## src/rtl/display_pkg.sv

```systemverilog
// Shared constants and helpers for the four-digit multiplexed display scanner.
// Segment patterns are active-low, ordered {g,f,e,d,c,b,a}.
package display_pkg;

   localparam logic [6:0] SEG_0     = 7'h40;
   localparam logic [6:0] SEG_1     = 7'h79;
   localparam logic [6:0] SEG_2     = 7'h24;
   localparam logic [6:0] SEG_3     = 7'h30;
   localparam logic [6:0] SEG_4     = 7'h19;
   localparam logic [6:0] SEG_5     = 7'h12;
   localparam logic [6:0] SEG_6     = 7'h02;
   localparam logic [6:0] SEG_7     = 7'h78;
   localparam logic [6:0] SEG_8     = 7'h00;
   localparam logic [6:0] SEG_9     = 7'h10;
   localparam logic [6:0] SEG_BLANK = 7'h7F;
   localparam logic [3:0] ANODES_OFF = 4'hF;

   typedef enum logic {
      PHASE_ON  = 1'b0,
      PHASE_OFF = 1'b1
   } blink_phase_t;

   // True when digit idx and every digit above it are zero; digit 0 is never a leading zero.
   function automatic logic lead_zero(input logic [15:0] d, input logic [1:0] idx);
      logic z;
      z = 1'b0;
      case (idx)
         2'd3:    z = (d[15:12] == 4'd0);
         2'd2:    z = (d[15:8] == 8'd0);
         2'd1:    z = (d[15:4] == 12'd0);
         default: z = 1'b0;
      endcase
      return z;
   endfunction

endpackage

```

## src/rtl/bcd_to_7seg.sv

```systemverilog
// Combinational BCD to active-low seven-segment decoder; codes 10-15 render blank.
module bcd_to_7seg
   import display_pkg::*;
(
   input  logic [3:0] bcd,
   output logic [6:0] seg
);

   // Pure lookup, no state.
   always_comb begin
      seg = SEG_BLANK;
      case (bcd)
         4'd0:    seg = SEG_0;
         4'd1:    seg = SEG_1;
         4'd2:    seg = SEG_2;
         4'd3:    seg = SEG_3;
         4'd4:    seg = SEG_4;
         4'd5:    seg = SEG_5;
         4'd6:    seg = SEG_6;
         4'd7:    seg = SEG_7;
         4'd8:    seg = SEG_8;
         4'd9:    seg = SEG_9;
         default: seg = SEG_BLANK;
      endcase
   end

endmodule

```

## src/rtl/display_scan.sv

```systemverilog
// Four-digit multiplexed display scanner with one dead cycle per slot and end-of-count blinking.
// Optional macro LEADING_ZERO_BLANK_EN blanks leading zero digits (digit 0 always shown).
module display_scan
   import display_pkg::*;
#(
   parameter int SCAN_DIV  = 1000,
   parameter int BLINK_DIV = 64
) (
   input  logic        clock_in,
   input  logic        reset,
   input  logic [15:0] digits,
   input  logic        end_condition,
   output logic [6:0]  segments,
   output logic [3:0]  anodes,
   output logic [1:0]  digit_sel
);

   localparam int PW = $clog2(SCAN_DIV);
   localparam int BW = (BLINK_DIV > 1) ? $clog2(BLINK_DIV) : 1;

   logic [PW-1:0] presc_r;
   logic [BW-1:0] bcnt_r, bcnt_next_s;
   blink_phase_t  phase_r, phase_next_s;
   logic [1:0]    sel_r, sel_next_s;
   logic          started_r, blank_r, blank_next_s, tick_s;
   logic [3:0]    nibble_s, an_next_s, an_r;
   logic [6:0]    dec_s, seg_r;

   bcd_to_7seg u_dec (
      .bcd (nibble_s),
      .seg (dec_s)
   );

   // The first tick after reset opens digit 0's slot instead of advancing past it.
   always_comb begin
      tick_s     = (presc_r == PW'(SCAN_DIV - 1));
      sel_next_s = sel_r;
      if (tick_s) begin
         sel_next_s = started_r ? (sel_r + 2'd1) : 2'd0;
      end else begin
         sel_next_s = sel_r;
      end
      nibble_s = 4'd0;
      case (sel_next_s)
         2'd0:    nibble_s = digits[3:0];
         2'd1:    nibble_s = digits[7:4];
         2'd2:    nibble_s = digits[11:8];
         2'd3:    nibble_s = digits[15:12];
         default: nibble_s = 4'd0;
      endcase
`ifdef LEADING_ZERO_BLANK_EN
      blank_next_s = lead_zero(digits, sel_next_s);
`else
      blank_next_s = 1'b0;
`endif
   end

   // Blink counter advances on scan ticks only while the countdown has finished.
   always_comb begin
      bcnt_next_s  = bcnt_r;
      phase_next_s = phase_r;
      if (!end_condition) begin
         bcnt_next_s  = '0;
         phase_next_s = PHASE_ON;
      end else if (tick_s) begin
         if (bcnt_r == BW'(BLINK_DIV - 1)) begin
            bcnt_next_s  = '0;
            phase_next_s = (phase_r == PHASE_ON) ? PHASE_OFF : PHASE_ON;
         end else begin
            bcnt_next_s = bcnt_r + BW'(1);
         end
      end else begin
         bcnt_next_s  = bcnt_r;
         phase_next_s = phase_r;
      end
   end

   // Anodes use the upcoming blink phase so a dropped end_condition relights on the next edge.
   always_comb begin
      an_next_s = ANODES_OFF;
      if (tick_s || !started_r || (phase_next_s == PHASE_OFF) || blank_r) begin
         an_next_s = ANODES_OFF;
      end else begin
         an_next_s = ~(4'b0001 << sel_r);
      end
   end

   // State and output registers.
   always_ff @(posedge clock_in or negedge reset) begin
      if (!reset) begin
         presc_r   <= '0;
         sel_r     <= 2'd0;
         started_r <= 1'b0;
         blank_r   <= 1'b0;
         seg_r     <= SEG_BLANK;
         an_r      <= ANODES_OFF;
         bcnt_r    <= '0;
         phase_r   <= PHASE_ON;
      end else begin
         presc_r <= tick_s ? '0 : (presc_r + PW'(1));
         bcnt_r  <= bcnt_next_s;
         phase_r <= phase_next_s;
         an_r    <= an_next_s;
         if (tick_s) begin
            sel_r     <= sel_next_s;
            started_r <= 1'b1;
            blank_r   <= blank_next_s;
            seg_r     <= dec_s;
         end
      end
   end

   assign segments  = seg_r;
   assign anodes    = an_r;
   assign digit_sel = sel_r;

endmodule

```

## config.mk

```make
export PLATFORM = sky130hd
export DESIGN_NAME = display_scan
export DESIGN_NICKNAME = d
export VERILOG_FILES = /design/src/rtl/display_pkg.sv /design/src/rtl/bcd_to_7seg.sv /design/src/rtl/display_scan.sv
export SDC_FILE = /design/constraint.sdc
export NUM_CORES = 1
export LEC_CHECK = 0
export CAP_MARGIN = 20
export CORE_MARGIN = 3
export CORE_UTILIZATION = 55
export DETAILED_ROUTE_END_ITERATION = 16
export GPL_TIMING_DRIVEN = 1
export PLACE_DENSITY = 0.86
export SETUP_SLACK_MARGIN = 0.3
export SYNTH_ARGS = -nofsm -noshare
export SYNTH_HDL_FRONTEND = slang
export SYNTH_SLANG_ARGS = --single-unit
```

## constraint.sdc

```tcl
create_clock -name clock_in -period 5.9 [get_ports clock_in]
set_clock_uncertainty 0.05 [all_clocks]
set_input_delay 1.18 -clock clock_in [delete_from_list [all_inputs] [get_ports clock_in]]
set_output_delay 1.18 -clock clock_in [all_outputs]
set_load 0.01 [all_outputs]
```

Run 1, zoomed window:
Window x 39 to 59, y 39 to 59 um. Cells in gray, sequential cells in the stronger gray; small squares are vias.
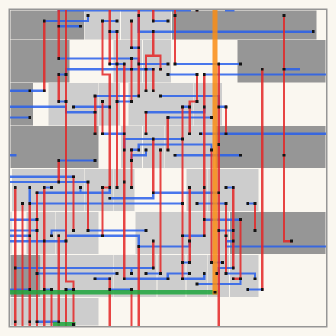
Orange is met4. Red is met2. Blue is met1. Green is met3.
32 logic cells have their middle in the window. Netlist names of flops here include `presc_r` (6). Sequential cells in the window: 6. Most frequent: dfrtp_1 (6), nand3_1 (4).

Run 1, local utilization:
7 x 7 tiles, from white (low) to dark blue (high), 0 to 100% covered.
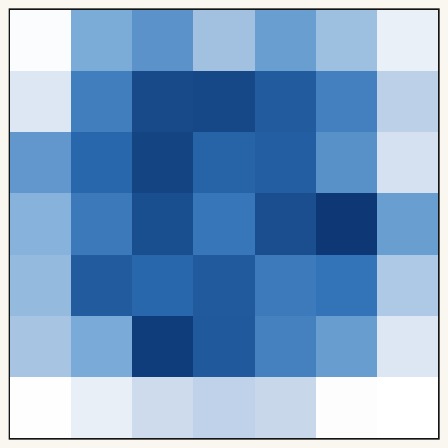
The fullest tile reaches 97%. 6.1% of the tiles are nearly empty. The mean over all tiles is 54%. The densest ninth of the die: middle. The emptiest ninth of the die: bottom right.

==> impl_results.html, run 1 <==
<h3>Run summary</h3>
<table>
<tr><th>Metric</th><th>Value</th></tr>
<tr><th colspan="2">Placement</th></tr>
<tr><td>Post-Place Setup Slack</td><td>between 2 and 3 ns</td></tr>
<tr><td>Routability congestion estimate</td><td>between 0.8 and 0.9</td></tr>
<tr><td>Detailed-placement wirelength estimate</td><td>between 2000 and 3000 um</td></tr>
<tr><td>Number of I/O port buffers</td><td>31</td></tr>
<tr><th colspan="2">Logic synthesis</th></tr>
<tr><td>Chip area line of the yosys report</td><td>0.00198 mm^2</td></tr>
<tr><td>Register share after synthesis</td><td>39.9%</td></tr>
<tr><td># Cells Yosys</td><td>~200</td></tr>
<tr><td>Synthesized net count</td><td>between 200 and 250</td></tr>
<tr><td>Area share, top type</td><td>roughly 25%</td></tr>
<tr><td>Async set-or-reset flop fraction in the synthesized netlist</td><td>100%</td></tr>
<tr><td>Mean instance size in the synthesized netlist</td><td>between 10 and 15 um^2</td></tr>
<tr><td>Total standard cell area after synthesis</td><td>approximately 0.002 mm^2</td></tr>
<tr><td>Top cells by area</td><td>sky130_fd_sc_hd__dfrtp_1 25%, sky130_fd_sc_hd__dfstp_2 15%, sky130_fd_sc_hd__mux2i_1 12%</td></tr>
<tr><td>Post-synth top area cell</td><td>sky130_fd_sc_hd__dfrtp_1</td></tr>
<tr><td>Main flop type</td><td>sky130_fd_sc_hd__dfrtp_1</td></tr>
<tr><td>Register bit count reported by yosys</td><td>31</td></tr>
<tr><td>Post-synth cell types</td><td>~46</td></tr>
<tr><td>Post-synth tally of flip-flops with integrated enable</td><td>0</td></tr>
<tr><td>Count of yosys warnings during synthesis</td><td>0</td></tr>
<tr><td>Cells after synthesis</td><td>197</td></tr>
<tr><th colspan="2">Route</th></tr>
<tr><td>Total DRC errors in the routed layout</td><td>0</td></tr>
<tr><td>Number of nets still failing antenna checks after routing</td><td>0</td></tr>
<tr><td>Number of iterations in the first detailed-routing pass</td><td>6</td></tr>
<tr><td>Sum of routed wire length over all layers</td><td>about 3900 um</td></tr>
<tr><td>Vias</td><td>about 1600</td></tr>
<tr><td>Average via count per standard cell</td><td>about 5.6</td></tr>
<tr><td>Initial detailed-routing violation count</td><td>about 69</td></tr>
<tr><td>Average wire per cell in the routed design</td><td>~14 um</td></tr>
<tr><th colspan="2">Cells and area</th></tr>
<tr><td>Number of filler instances in the final layout</td><td>248</td></tr>
<tr><td>Synth-to-Final Area Change</td><td>20.7%</td></tr>
<tr><td>Antenna diode count</td><td>0</td></tr>
<tr><td>Utilization of the core after routing</td><td>70.5%</td></tr>
<tr><td>Most frequent logic cell in the layout</td><td>sky130_fd_sc_hd__clkdlybuf4s50_1</td></tr>
<tr><td>Net total in the final layout</td><td>259</td></tr>
<tr><td>Share of cells above drive strength 1</td><td>about 16%</td></tr>
<tr><td>Most used cells in the layout excluding fill and tap cells</td><td>31 x sky130_fd_sc_hd__clkdlybuf4s50_1, 24 x sky130_fd_sc_hd__mux2i_1, 21 x sky130_fd_sc_hd__nor2_1, 20 x sky130_fd_sc_hd__nand2_1, 20 x sky130_fd_sc_hd__dfrtp_1</td></tr>
<tr><th colspan="2">Floorplan</th></tr>
<tr><td>Cell Rows</td><td>21</td></tr>
<tr><td>Chip Height</td><td>around 66 um</td></tr>
<tr><td>Area of the core</td><td>about 0.0034 mm^2</td></tr>
<tr><td>Chip area</td><td>0.00435 mm^2</td></tr>
<tr><td>I/O pin count</td><td>32</td></tr>
<tr><td>Die W</td><td>66.0 um</td></tr>
<tr><td>Initial Utilization</td><td>58.4%</td></tr>
<tr><th colspan="2">Global routing</th></tr>
<tr><td>Aggregate global-route resource usage</td><td>about a fifth</td></tr>
<tr><td>Wire length of the first global-routing pass</td><td>6600 um</td></tr>
<tr><td>Via count of the first global-routing pass</td><td>approximately 1500</td></tr>
<tr><td>Aggregate global routing overflow</td><td>0</td></tr>
<tr><td>Maximum number of pins on one net before global-route repair</td><td>32</td></tr>
<tr><td>Antenna violations before repair</td><td>0</td></tr>
<tr><th colspan="2">Outcome</th></tr>
<tr><td>Outcome</td><td>completed</td></tr>
<tr><th colspan="2">Final timing</th></tr>
<tr><td>Slew Limit Fails</td><td>0</td></tr>
<tr><td>Time the worst path needs with I/O delays and setup</td><td>between 2 and 3 ns</td></tr>
<tr><td>Final sum of negative setup slack</td><td>0 ns</td></tr>
<tr><td>Worst hold slack</td><td>approximately 0.44 ns</td></tr>
<tr><td>Number of endpoints with negative hold slack in the final report</td><td>0</td></tr>
<tr><td>Rel. slew slack</td><td>67.5%</td></tr>
<tr><td>Least-Margin Pin Slew</td><td>0.474 ns</td></tr>
<tr><td>RSZ-0062 raised after global routing</td><td>false</td></tr>
<tr><td>Total setup violations reported at the end of the flow</td><td>0</td></tr>
<tr><td>Final worst setup slack</td><td>between 2 and 3 ns</td></tr>
<tr><td>Highest clock rate</td><td>roughly 340 MHz</td></tr>
<tr><td>Final period utilization</td><td>around 50%</td></tr>
<tr><th colspan="2">Power</th></tr>
<tr><td>Worst IR drop on VDD</td><td>a little over 100 uV</td></tr>
<tr><td>PD cells</td><td>roughly 160 mW/mm^2</td></tr>
<tr><td>Leakage</td><td>around 1.1 nW</td></tr>
<tr><th colspan="2">Worst setup path</th></tr>
<tr><td>Critical path type</td><td>reg -&gt; reg</td></tr>
<tr><td>Worst Path Arrival</td><td>~3.2 ns</td></tr>
<tr><td>Maximum fanout along the worst path</td><td>13</td></tr>
<tr><td>Startpoint type of the worst setup path</td><td>register</td></tr>
<tr><td>Capturing element type of the critical path</td><td>register</td></tr>
<tr><td>WP data required</td><td>just over 6 ns</td></tr>
<tr><th colspan="2">CTS</th></tr>
<tr><td>Max H-tree Level</td><td>2</td></tr>
<tr><td>TritonCTS buffer count</td><td>5</td></tr>
<tr><td>CTS root buffer</td><td>sky130_fd_sc_hd__clkbuf_4</td></tr>
<tr><td>Number of buffers on the longest clock path</td><td>2</td></tr>
<tr><td>Total of cells resized after clock tree synthesis</td><td>0</td></tr>
<tr><td>Clock-pin transition on the worst setup and hold timing paths</td><td>about 0.09 ns</td></tr>
<tr><td># hold bufs at CTS</td><td>0</td></tr>
<tr><td>Clock latency on the worst-skew pair</td><td>approximately 0.33 ns</td></tr>
<tr><td>Total clock sinks</td><td>31</td></tr>
<tr><td>Post CTS Setup Buffer Count</td><td>0</td></tr>
<tr><td>TritonCTS clock tree</td><td>built</td></tr>
<tr><th colspan="2">Flow run</th></tr>
<tr><td>Tool warning count</td><td>31</td></tr>
<tr><td>Max Cap Violations</td><td>0</td></tr>
<tr><th colspan="2">Hold path</th></tr>
<tr><td>Type of the worst min-delay path</td><td>reg -&gt; reg</td></tr>
</table>
Run 1, drive-strength map:
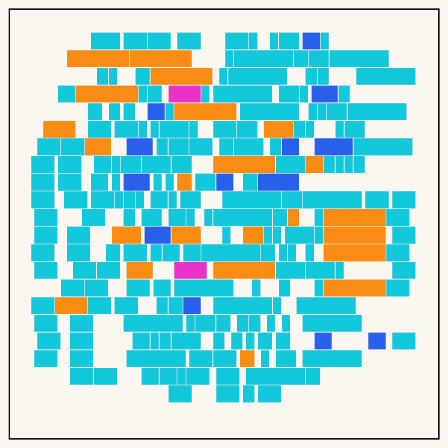
Blue is drive 3 to 4, cells 13, share 5.6%. Cyan is drive 1 or less, cells 194, share 84%. Orange is drive 2, cells 23, share 9.9%. Magenta is drive 6 and up, cells 2, share 0.86%.

## run 1: logic make-up (layout without fill, tap and decap cells)
| group | after synthesis | in the layout | share of synthesized area [%] |
|---|---|---|---|
| AND/OR/NAND/NOR | 79 | 79 | 22.4 |
| flip-flops | 31 | 31 | 39.9 |
| AND-OR/OR-AND | 30 | 30 | 10.4 |
| multiplexers | 28 | 28 | 14.7 |
| buffers and inverters | 12 | 47 | 3.35 |
| adder cells (fa/ha/maj) | 9 | 9 | 5.69 |
| XOR/XNOR | 8 | 8 | 3.54 |
## run 1: final timing paths
path / to / startpoint / slack (ns) / cells past startpoint
max reg2reg: segments[1] / digit_sel[0] / 2.93 / 10
min reg2reg: presc_r[8] / presc_r[8] / 0.44 / 1
min: presc_r[8] / presc_r[8] / 0.44 / 1
max: segments[1] / digit_sel[0] / 2.93 / 10
max in group asynchronous: anodes[0] / reset / 4.31 / 2
min in group asynchronous: presc_r[2] / reset / 1.17 / 2
## run 1: worst max-delay path, cell delays in order (launching register included)
cell and delay (ns):
sky130_fd_sc_hd__dfrtp_1 0.46, sky130_fd_sc_hd__clkinv_2 0.29, sky130_fd_sc_hd__ha_1 0.38, sky130_fd_sc_hd__nand2_1 0.05, sky130_fd_sc_hd__o21a_2 0.25, sky130_fd_sc_hd__inv_1 0.35
sky130_fd_sc_hd__nor2_1 0.12, sky130_fd_sc_hd__or2_2 0.33, sky130_fd_sc_hd__ha_1 0.33, sky130_fd_sc_hd__o21ai_0 0.16, sky130_fd_sc_hd__a22o_1 0.14
## run 1: registers in the layout, summed over array words and instances (netlist names)
signal	flops
anodes	4
bcnt_r	6
digit_sel	2
phase_r	1
presc_r	10
segments	7
started_r	1
## run 1: layer usage
metal	GRT usage [%]	part of all wire, %	vias up
li1	-	-	774
met4	8.63	1.6	0
met5	0	0	-
met3	4.76	3.8	7
met2	34.2	50	39
met1	23.8	44	743
## run 1: synthesized netlist by cell type, types with 4 or more instances
master	number
sky130_fd_sc_hd__mux2i_1	24
sky130_fd_sc_hd__xnor2_1	4
sky130_fd_sc_hd__dfstp_2	11
sky130_fd_sc_hd__nand3b_1	4
sky130_fd_sc_hd__o21ai_0	6
sky130_fd_sc_hd__nand3_1	11
sky130_fd_sc_hd__xor2_1	4
sky130_fd_sc_hd__ha_1	9
sky130_fd_sc_hd__inv_1	5
sky130_fd_sc_hd__a21oi_1	5
sky130_fd_sc_hd__nor2_1	21
sky130_fd_sc_hd__dfrtp_1	20
sky130_fd_sc_hd__nand2_1	20
## run 1: through the flow
stage | total power, W | cell area, um^2 | instances
after floorplan | 0.000235 | 1980 | 197
after global placement | 0.000257 | 2320 | 270
after detailed placement | 0.000259 | 2320 | 270
after CTS | 0.000399 | 2390 | 278
after global routing | 0.000410 | 2390 | 278
final | 0.000394 | 2390 | 278
## run 1: power by group
group | internal [W] | switching, W
sequential | 0.000214 | 0.000000444
combinational | 0.0000213 | 0.0000194
clock | 0.0000700 | 0.0000686
total | 0.000305 | 0.0000884
## run 1: layout make-up
type	instances	area [um^2]	share of cell area, %
multi-input cells	154	1120	47.0
flip-flops and latches	31	790	33.1
repair buffers	33	325	13.6
clock buffers	8	68.8	2.88
well taps	46	57.6	2.41
inverters	6	23.8	0.995
## Run 2: what changed since run 1
Settings changed: CORE_UTILIZATION 55 to 53, PLACE_DENSITY 0.86 to 0.83.
Clock period 5.9 ns to 3 ns, I/O delays scaled along.
Run 2, pin placement:
Scale bar: 20 um. Pins as bars across the die edge, other pins in gray.
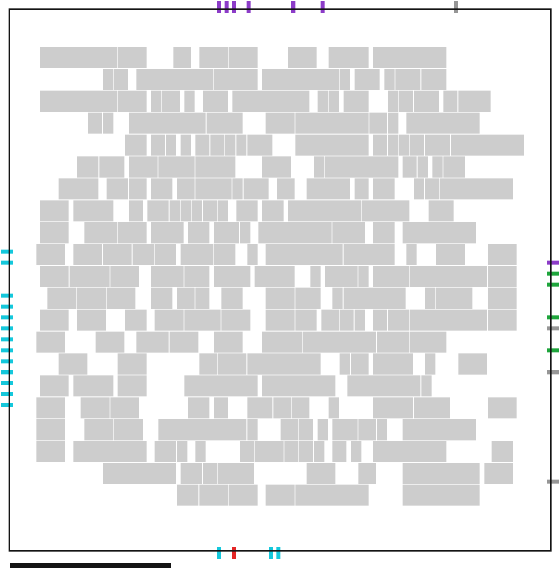
Green is `anodes`, pins 4, direction output, edge right. Cyan is `digits`, pins 16, direction input, edge 13 left, 3 bottom. Red is `end_condition`, pins 1, direction input, edge bottom. Purple is `segments`, pins 7, direction output, edge 6 top, 1 right.
All pins by edge: 13 left, 8 right, 7 top, 4 bottom.

Run 2, cell placement:
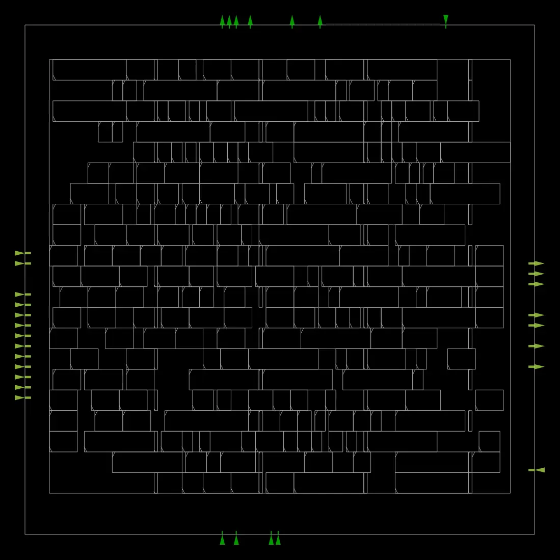
count of non-filler cells in the finished layout: 289
number of filler instances in the final layout: 246

==> impl_results.html, run 2 <==
<h3>Run summary</h3>
<table>
<tr><th>Metric</th><th>Value</th></tr>
<tr><th colspan="2">Outcome</th></tr>
<tr><td>Outcome</td><td>completed</td></tr>
<tr><th colspan="2">Flow run</th></tr>
<tr><td>Max Cap Violations</td><td>0 (unchanged)</td></tr>
<tr><td>Tool warning count</td><td>31 (unchanged)</td></tr>
<tr><th colspan="2">Logic synthesis</th></tr>
<tr><td>Share of cell area taken by muxes after synthesis</td><td>14.7% (unchanged)</td></tr>
<tr><td>Post-synth tally of flip-flops with integrated enable</td><td>0 (unchanged)</td></tr>
<tr><td>Total standard cell area after synthesis</td><td>0.00198 mm^2 (unchanged)</td></tr>
<tr><td>Count of yosys warnings during synthesis</td><td>0 (unchanged)</td></tr>
<tr><td>Area share, top type</td><td>25.3% (unchanged)</td></tr>
<tr><td>Top cells by area</td><td>sky130_fd_sc_hd__dfrtp_1 25%, sky130_fd_sc_hd__dfstp_2 15%, sky130_fd_sc_hd__mux2i_1 12%</td></tr>
<tr><td>Main flop type</td><td>sky130_fd_sc_hd__dfrtp_1</td></tr>
<tr><td>Most common cell in the netlist</td><td>sky130_fd_sc_hd__mux2i_1</td></tr>
<tr><td>Async set-or-reset flop fraction in the synthesized netlist</td><td>100% (unchanged)</td></tr>
<tr><td># Cells Yosys</td><td>197 (unchanged)</td></tr>
<tr><td>Cells after synthesis</td><td>197 (unchanged)</td></tr>
<tr><td>Share of synthesized cell area in full adder, half adder and majority cells</td><td>5.69% (unchanged)</td></tr>
<tr><td>Post-synth top area cell</td><td>sky130_fd_sc_hd__dfrtp_1</td></tr>
<tr><td>Chip area line of the yosys report</td><td>0.00198 mm^2 (unchanged)</td></tr>
<tr><td>Dominant kind of combinational cell</td><td>simple AND/OR/NAND/NOR gates</td></tr>
<tr><td>Fraction of the mapped netlist area in simple logic gates</td><td>22.4% (unchanged)</td></tr>
<tr><th colspan="2">Global routing</th></tr>
<tr><td>Wire length of the first global-routing pass</td><td>6950 um (+5.2%)</td></tr>
<tr><td>Antenna violations before repair</td><td>0 (unchanged)</td></tr>
<tr><td>Via count of the first global-routing pass</td><td>1483 (+0.82%)</td></tr>
<tr><td>Aggregate global-route resource usage</td><td>20.6% (+0.65 points)</td></tr>
<tr><td>Aggregate global routing overflow</td><td>0 (unchanged)</td></tr>
<tr><th colspan="2">Cells and area</th></tr>
<tr><td>Most frequent logic cell in the layout</td><td>sky130_fd_sc_hd__clkdlybuf4s50_1</td></tr>
<tr><td>Net total in the final layout</td><td>270 (+4.2%)</td></tr>
<tr><td>Fin area</td><td>0.00257 mm^2 (+7.4%)</td></tr>
<tr><td>Most used cells in the layout excluding fill and tap cells</td><td>31 x sky130_fd_sc_hd__clkdlybuf4s50_1, 22 x sky130_fd_sc_hd__mux2i_1, 20 x sky130_fd_sc_hd__nand2_1, 20 x sky130_fd_sc_hd__nor2_1, 20 x sky130_fd_sc_hd__dfrtp_1</td></tr>
<tr><th colspan="2">Placement</th></tr>
<tr><td>Instance area at placement</td><td>0.00236 mm^2 (+1.6%)</td></tr>
<tr><td>Routability congestion estimate</td><td>0.837 (-4.9%)</td></tr>
<tr><td>Placed Cells</td><td>275 (+1.9%)</td></tr>
<tr><th colspan="2">CTS</th></tr>
<tr><td># hold bufs at CTS</td><td>0 (unchanged)</td></tr>
<tr><td>Number of buffers on the longest clock path</td><td>2 (unchanged)</td></tr>
<tr><td>Clock latency on the worst-skew pair</td><td>0.28 ns (-0.05 ns)</td></tr>
<tr><td>Max H-tree Level</td><td>2 (unchanged)</td></tr>
<tr><td>Clock-pin transition on the worst setup and hold timing paths</td><td>0.07 ns (-0.02 ns)</td></tr>
<tr><td>TritonCTS buffer count</td><td>5 (unchanged)</td></tr>
<tr><td>CTS root buffer</td><td>sky130_fd_sc_hd__clkbuf_8</td></tr>
<tr><th colspan="2">Worst setup path</th></tr>
<tr><td>WP data required</td><td>3.16 ns (-2.97 ns)</td></tr>
<tr><td>Worst Path Arrival</td><td>2.75 ns (-0.45 ns)</td></tr>
<tr><td>Maximum fanout along the worst path</td><td>9 (-4)</td></tr>
<tr><th colspan="2">Route</th></tr>
<tr><td>Number of nets still failing antenna checks after routing</td><td>0 (unchanged)</td></tr>
<tr><td>Number of iterations in the first detailed-routing pass</td><td>4 (-2)</td></tr>
<tr><td>Average wire per cell in the routed design</td><td>15.3 um (+7.7%)</td></tr>
<tr><td>Average via count per standard cell</td><td>5.66 (+0.62%)</td></tr>
<tr><td>Initial detailed-routing violation count</td><td>125 (+81%)</td></tr>
<tr><td>Sum of routed wire length over all layers</td><td>4420 um (+12%)</td></tr>
<tr><th colspan="2">Hold path</th></tr>
<tr><td>Type of the worst min-delay path</td><td>reg -&gt; reg</td></tr>
<tr><th colspan="2">Final timing</th></tr>
<tr><td>Rel. slew slack</td><td>68.0% (+0.49 points)</td></tr>
<tr><td>Number of endpoints with negative hold slack in the final report</td><td>0 (unchanged)</td></tr>
<tr><th colspan="2">Power</th></tr>
<tr><td>PD cells</td><td>365 mW/mm^2 (+120%)</td></tr>
<tr><td>Leakage</td><td>1.15 nW (+6.3%)</td></tr>
<tr><th colspan="2">Floorplan</th></tr>
<tr><td>I/O pin count</td><td>32 (unchanged)</td></tr>
<tr><td>Initial Utilization</td><td>57.1% (-1.3 points)</td></tr>
</table>
Run 2, drive-strength map:
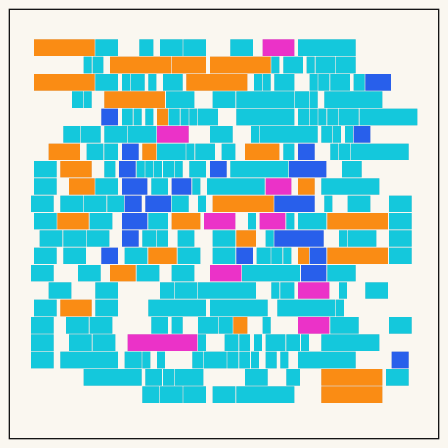
Orange is drive 2, cells 27, share 11%. Blue is drive 3 to 4, cells 21, share 8.6%. Magenta is drive 6 and up, cells 9, share 3.7%. Cyan is drive 1 or less, cells 186, share 77%.

## run 2: timing repair
| item | in CTS | in global routing |
|---|---|---|
| setup endpoints to repair | 0 | 7 |
| buffers inserted | 0 | 6 |
| resized | 0 | 12 |
## run 2: where the power goes
group | internal [W] | switching [W] | total (W)
Sequential | 0.000421 | 0.000000814 | 0.000422
Clock | 0.000269 | 0.000157 | 0.000425
Combinational | 0.0000467 | 0.0000427 | 0.0000894
Total | 0.000736 | 0.000200 | 0.000936
## run 2: through the flow
step	worst slack [ns]	utilization (%)
2_1_floorplan	0.336	-
3_3_place_gp	0.453	68.0
3_5_place_dp	0.374	68.0
4_1_cts	0.312	71.4
5_1_grt	0.289	74.0
6_report	0.417	74.0
## run 2: worst paths after layout
kind | from | depth (start not counted) | end
max in group asynchronous | reset | 2 | anodes[0]
min | presc_r[8] | 1 | presc_r[8]
min in group asynchronous | reset | 2 | bcnt_r[0]
min reg2reg | presc_r[8] | 1 | presc_r[8]
max reg2reg | presc_r[4] | 9 | segments[4]
max | presc_r[4] | 9 | segments[4]
## run 2: cells by family after synthesis
kind of cell / after synthesis
simple gates: 79
flops: 31
compound gates: 30
mux: 28
buf+inv: 12
fa+ha+maj: 9
xor+xnor: 8
## run 2: area by class of cell
class	count	share of cell area, %
Inverter	6	1.07
Tap cell	46	2.24
Sequential cell	31	30.8
Timing Repair Buffer	44	16.2
Clock buffer	6	3.22
Clock inverter	2	1.37
Multi-Input combinational cell	154	45.1
## run 2: critical path, cell delays in order, from the launching register on
cell                         delay, ns
sky130_fd_sc_hd__dfrtp_1          0.39
sky130_fd_sc_hd__and4bb_4         0.40
sky130_fd_sc_hd__nand3_4          0.13
sky130_fd_sc_hd__nand2_1          0.09
sky130_fd_sc_hd__o21a_2           0.25
sky130_fd_sc_hd__clkinvlp_4       0.22
sky130_fd_sc_hd__buf_4            0.20
sky130_fd_sc_hd__mux2i_1          0.39
sky130_fd_sc_hd__o2111ai_2        0.17
sky130_fd_sc_hd__a22o_1           0.23
## run 2: routing by layer
layer	track usage (%)	part of all wire [%]	up-vias
met5	0	0	-
met4	8.35	2.4	0
met3	4.22	4.7	13
met2	34.6	48	59
met1	25.7	45	770
li1	-	-	793
## Run 3: what changed since run 2
Settings changed: MAX_ROUTING_LAYER from default to met4, TNS_END_PERCENT from default to 30.
Run 3, drive-strength map:
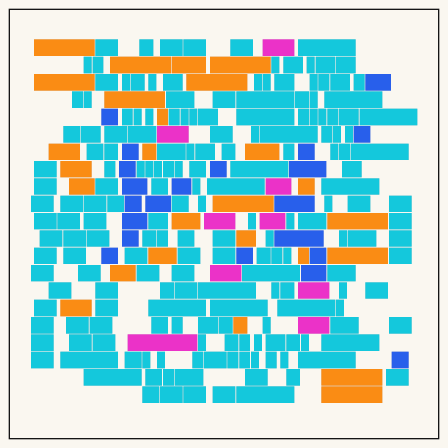
Blue is drive 3 to 4, cells 21, share 8.6%. Magenta is drive 6 and up, cells 9, share 3.7%. Cyan is drive 1 or less, cells 187, share 77%. Orange is drive 2, cells 26, share 11%.

Run 3, local utilization:
7 x 7 tiles, from white (low) to dark blue (high), 0 to 100% covered.
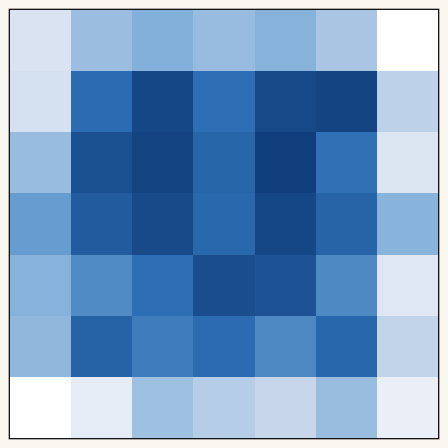
4.1% of the tiles are nearly empty. 37% of the tiles are over 75% full. The densest ninth of the die: middle. The mean over all tiles is 56%.

==> impl_results.html, run 3 <==
<h3>Run summary</h3>
<table>
<tr><th>Metric</th><th>Value</th></tr>
<tr><th colspan="2">Floorplan</th></tr>
<tr><td>I/O pin count</td><td>32 (unchanged)</td></tr>
<tr><td>Initial Utilization</td><td>57.1% (unchanged)</td></tr>
<tr><th colspan="2">Cells and area</th></tr>
<tr><td>Utilization of the core after routing</td><td>73.9% (-0.11 points)</td></tr>
<tr><td>Fin area</td><td>0.00256 mm^2 (-0.15%)</td></tr>
<tr><td>Net total in the final layout</td><td>270 (unchanged)</td></tr>
<tr><td>Most frequent logic cell in the layout</td><td>sky130_fd_sc_hd__clkdlybuf4s50_1</td></tr>
<tr><td>Most used cells in the layout excluding fill and tap cells</td><td>31 x sky130_fd_sc_hd__clkdlybuf4s50_1, 23 x sky130_fd_sc_hd__mux2i_1, 20 x sky130_fd_sc_hd__nand2_1, 20 x sky130_fd_sc_hd__nor2_1, 20 x sky130_fd_sc_hd__dfrtp_1</td></tr>
<tr><td>Number of filler instances in the final layout</td><td>247 (+0.41%)</td></tr>
<tr><th colspan="2">Logic synthesis</th></tr>
<tr><td>Total standard cell area after synthesis</td><td>0.00198 mm^2 (unchanged)</td></tr>
<tr><td>Async set-or-reset flop fraction in the synthesized netlist</td><td>100% (unchanged)</td></tr>
<tr><td>Register bit count reported by yosys</td><td>31</td></tr>
<tr><td>Most common cell in the netlist</td><td>sky130_fd_sc_hd__mux2i_1</td></tr>
<tr><td>Area share, top type</td><td>25.3% (unchanged)</td></tr>
<tr><td>Post-synth top area cell</td><td>sky130_fd_sc_hd__dfrtp_1</td></tr>
<tr><td># Cells Yosys</td><td>197 (unchanged)</td></tr>
<tr><td>Count of yosys warnings during synthesis</td><td>0 (unchanged)</td></tr>
<tr><td>Chip area line of the yosys report</td><td>0.00198 mm^2 (unchanged)</td></tr>
<tr><td>Synthesized net count</td><td>roughly 230</td></tr>
<tr><td>Cells after synthesis</td><td>197 (unchanged)</td></tr>
<tr><td>Main flop type</td><td>sky130_fd_sc_hd__dfrtp_1</td></tr>
<tr><td>Post-synth tally of flip-flops with integrated enable</td><td>0 (unchanged)</td></tr>
<tr><td>Top cells by area</td><td>sky130_fd_sc_hd__dfrtp_1 25%, sky130_fd_sc_hd__dfstp_2 15%, sky130_fd_sc_hd__mux2i_1 12%</td></tr>
<tr><th colspan="2">Route</th></tr>
<tr><td>Average wire per cell in the routed design</td><td>15.3 um (+0.14%)</td></tr>
<tr><td>Number of iterations in the first detailed-routing pass</td><td>4 (unchanged)</td></tr>
<tr><td>Sum of routed wire length over all layers</td><td>4430 um (+0.14%)</td></tr>
<tr><td>Initial detailed-routing violation count</td><td>125 (unchanged)</td></tr>
<tr><td>Average via count per standard cell</td><td>5.67 (+0.31%)</td></tr>
<tr><td>Number of nets still failing antenna checks after routing</td><td>0 (unchanged)</td></tr>
<tr><th colspan="2">Worst setup path</th></tr>
<tr><td>Critical path, cell by cell</td><td>and4bb_4 -&gt; and3_4 -&gt; buf_6 -&gt; mux2i_1 -&gt; mux2i_2 -&gt; buf_4 -&gt; or3_4 -&gt; o2bb2ai_1 -&gt; a31oi_1</td></tr>
<tr><td>Maximum fanout along the worst path</td><td>16 (+7)</td></tr>
<tr><td>Length in cells of the worst reg-to-reg path</td><td>9 (unchanged)</td></tr>
<tr><td>Critical path origin</td><td>presc_r[4]</td></tr>
<tr><td>Startpoint of the worst-slack reg-to-reg timing path</td><td>presc_r[4]</td></tr>
<tr><td>Cell at the slowest stage of the critical path</td><td>sky130_fd_sc_hd__dfrtp_1</td></tr>
<tr><td>Worst Path Arrival</td><td>2.73 ns (-0.02 ns)</td></tr>
<tr><td>Critical path type</td><td>reg -&gt; reg</td></tr>
<tr><td>WP data required</td><td>3.16 ns (about the same)</td></tr>
<tr><td>Largest stage delay on the critical path</td><td>0.39 ns (about the same)</td></tr>
<tr><th colspan="2">Hold path</th></tr>
<tr><td>Worst min-delay path startpoint</td><td>presc_r[8]</td></tr>
<tr><td>Type of the worst min-delay path</td><td>reg -&gt; reg</td></tr>
<tr><td>Worst Hold Depth</td><td>1 (unchanged)</td></tr>
<tr><th colspan="2">CTS</th></tr>
<tr><td>TritonCTS buffer count</td><td>5 (unchanged)</td></tr>
<tr><td>Number of buffers on the longest clock path</td><td>2 (unchanged)</td></tr>
<tr><td>Max H-tree Level</td><td>2 (unchanged)</td></tr>
<tr><td>CTS root buffer</td><td>sky130_fd_sc_hd__clkbuf_8</td></tr>
<tr><td>Clock latency on the worst-skew pair</td><td>0.28 ns (about the same)</td></tr>
<tr><td>Clock-pin transition on the worst setup and hold timing paths</td><td>0.07 ns (about the same)</td></tr>
<tr><th colspan="2">Global routing</th></tr>
<tr><td>Via count of the first global-routing pass</td><td>1484 (+0.067%)</td></tr>
<tr><td>Maximum number of pins on one net before global-route repair</td><td>32</td></tr>
<tr><td>Aggregate global-route resource usage</td><td>21.2% (+0.56 points)</td></tr>
<tr><td>Grt peak-use layer</td><td>met2</td></tr>
<tr><td>Aggregate global routing overflow</td><td>0 (unchanged)</td></tr>
<tr><td>Wire length of the first global-routing pass</td><td>6930 um (-0.20%)</td></tr>
<tr><td>Global Route met1 Usage</td><td>25.5% (-0.21 points)</td></tr>
<tr><td>Met3 routing resource usage after global routing</td><td>4.22% (unchanged)</td></tr>
<tr><td>Antenna violations before repair</td><td>0 (unchanged)</td></tr>
<tr><td>Met2 layer usage reported by global route</td><td>34.7% (+0.12 points)</td></tr>
<tr><th colspan="2">Final timing</th></tr>
<tr><td>Least-Margin Pin Slew</td><td>0.466 ns</td></tr>
<tr><td>Rel. slew slack</td><td>68.3% (+0.30 points)</td></tr>
<tr><td>Highest clock rate</td><td>389 MHz</td></tr>
<tr><td>Number of endpoints with negative hold slack in the final report</td><td>0 (unchanged)</td></tr>
<tr><th colspan="2">Placement</th></tr>
<tr><td>Routability congestion estimate</td><td>0.850 (+1.5%)</td></tr>
<tr><td>Instance area at placement</td><td>0.00236 mm^2 (unchanged)</td></tr>
<tr><th colspan="2">Flow run</th></tr>
<tr><td>Max Cap Violations</td><td>0 (unchanged)</td></tr>
<tr><td>Tool warning count</td><td>32 (+3.2%)</td></tr>
<tr><th colspan="2">Power</th></tr>
<tr><td>PD cells</td><td>365 mW/mm^2 (+0.12%)</td></tr>
<tr><td>Worst IR drop on VDD</td><td>~280 uV</td></tr>
<tr><td>Leakage</td><td>1.15 nW (-0.21%)</td></tr>
<tr><th colspan="2">Outcome</th></tr>
<tr><td>Outcome</td><td>completed</td></tr>
</table>
Run 3, zoomed window:
Window x 40 to 60, y 40 to 60 um. Cells in gray, sequential cells in the stronger gray; small squares are vias.
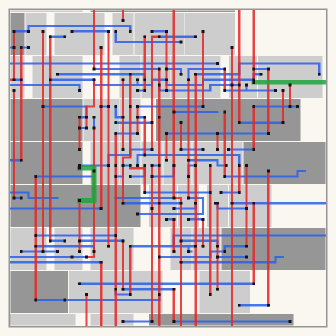
Blue is met1. Red is met2. Green is met3.
Netlist names of flops here include `presc_r` (6). Most frequent: nor2_1 (6), dfrtp_1 (6). Sequential cells in the window: 6. 35 logic cells have their middle in the window.

-- run 3: metal layers --
metal,vias up,wire [um]
li1,796,-
met1,774,1930
met2,59,2180
met3,11,232
met4,0,85
met5,-,0
-- run 3: final timing paths --
kind	end	slack, ns
max in group asynchronous	anodes[0]	1.90
worst max-delay path	segments[3]	0.43
worst min register to register	presc_r[8]	0.43
worst min-delay path	presc_r[8]	0.43
min in group asynchronous	bcnt_r[0]	0.67
worst max register to register	segments[3]	0.43
-- run 3: power breakdown --
group	internal, W	total, W	switching [W]
clock network	0.000269	0.000426	0.000157
registers	0.000421	0.000422	0.000000813
logic	0.0000464	0.0000886	0.0000422
-- run 3: critical path: cells and delay by family (launching register included) --
kind | cells | cell delay (ns)
mux | 2 | 0.38
simple gates | 3 | 0.98
compound gates | 2 | 0.35
flops | 1 | 0.39
buf+inv | 2 | 0.35
-- run 3: kinds of logic (layout without fill, tap and decap cells) --
kind of cell / after synthesis / count (layout) / share of synthesized area (%)
flip-flops: 31 / 31 / 39.9
adder cells (fa/ha/maj): 9 / 9 / 5.69
multiplexers: 28 / 28 / 14.7
AND-OR/OR-AND: 30 / 30 / 10.4
XOR/XNOR: 8 / 8 / 3.54
AND/OR/NAND/NOR: 79 / 79 / 22.4
buffers and inverters: 12 / 58 / 3.35
-- run 3: through the flow --
step           setup slack, ns  hold slack [ns]  instances
5_1_grt                  0.269            0.453        289
2_1_floorplan            0.336            0.254        197
6_report                 0.428            0.433        289
3_3_place_gp             0.453            0.428        275
4_1_cts                  0.312            0.434        283
3_5_place_dp             0.374            0.425        275
-- run 3: area by class of cell --
| type | instances | area, um^2 | area share [%] |
|---|---|---|---|
| Multi-Input combinational cell | 154 | 1150 | 45.1 |
| Sequential cell | 31 | 790 | 30.8 |
| Timing Repair Buffer | 44 | 415 | 16.2 |
| Clock buffer | 6 | 82.6 | 3.22 |
| Tap cell | 46 | 57.6 | 2.25 |
| Clock inverter | 2 | 35.0 | 1.37 |
| Inverter | 6 | 27.5 | 1.07 |
-- run 3: timing repair --
| item | in CTS | in global routing |
|---|---|---|
| resized | 0 | 11 |
| buffers inserted | 0 | 6 |
| setup endpoints to repair | 0 | 7 |
| hold buffers | 0 | 0 |
Power is estimated from default activity; no workload was simulated.
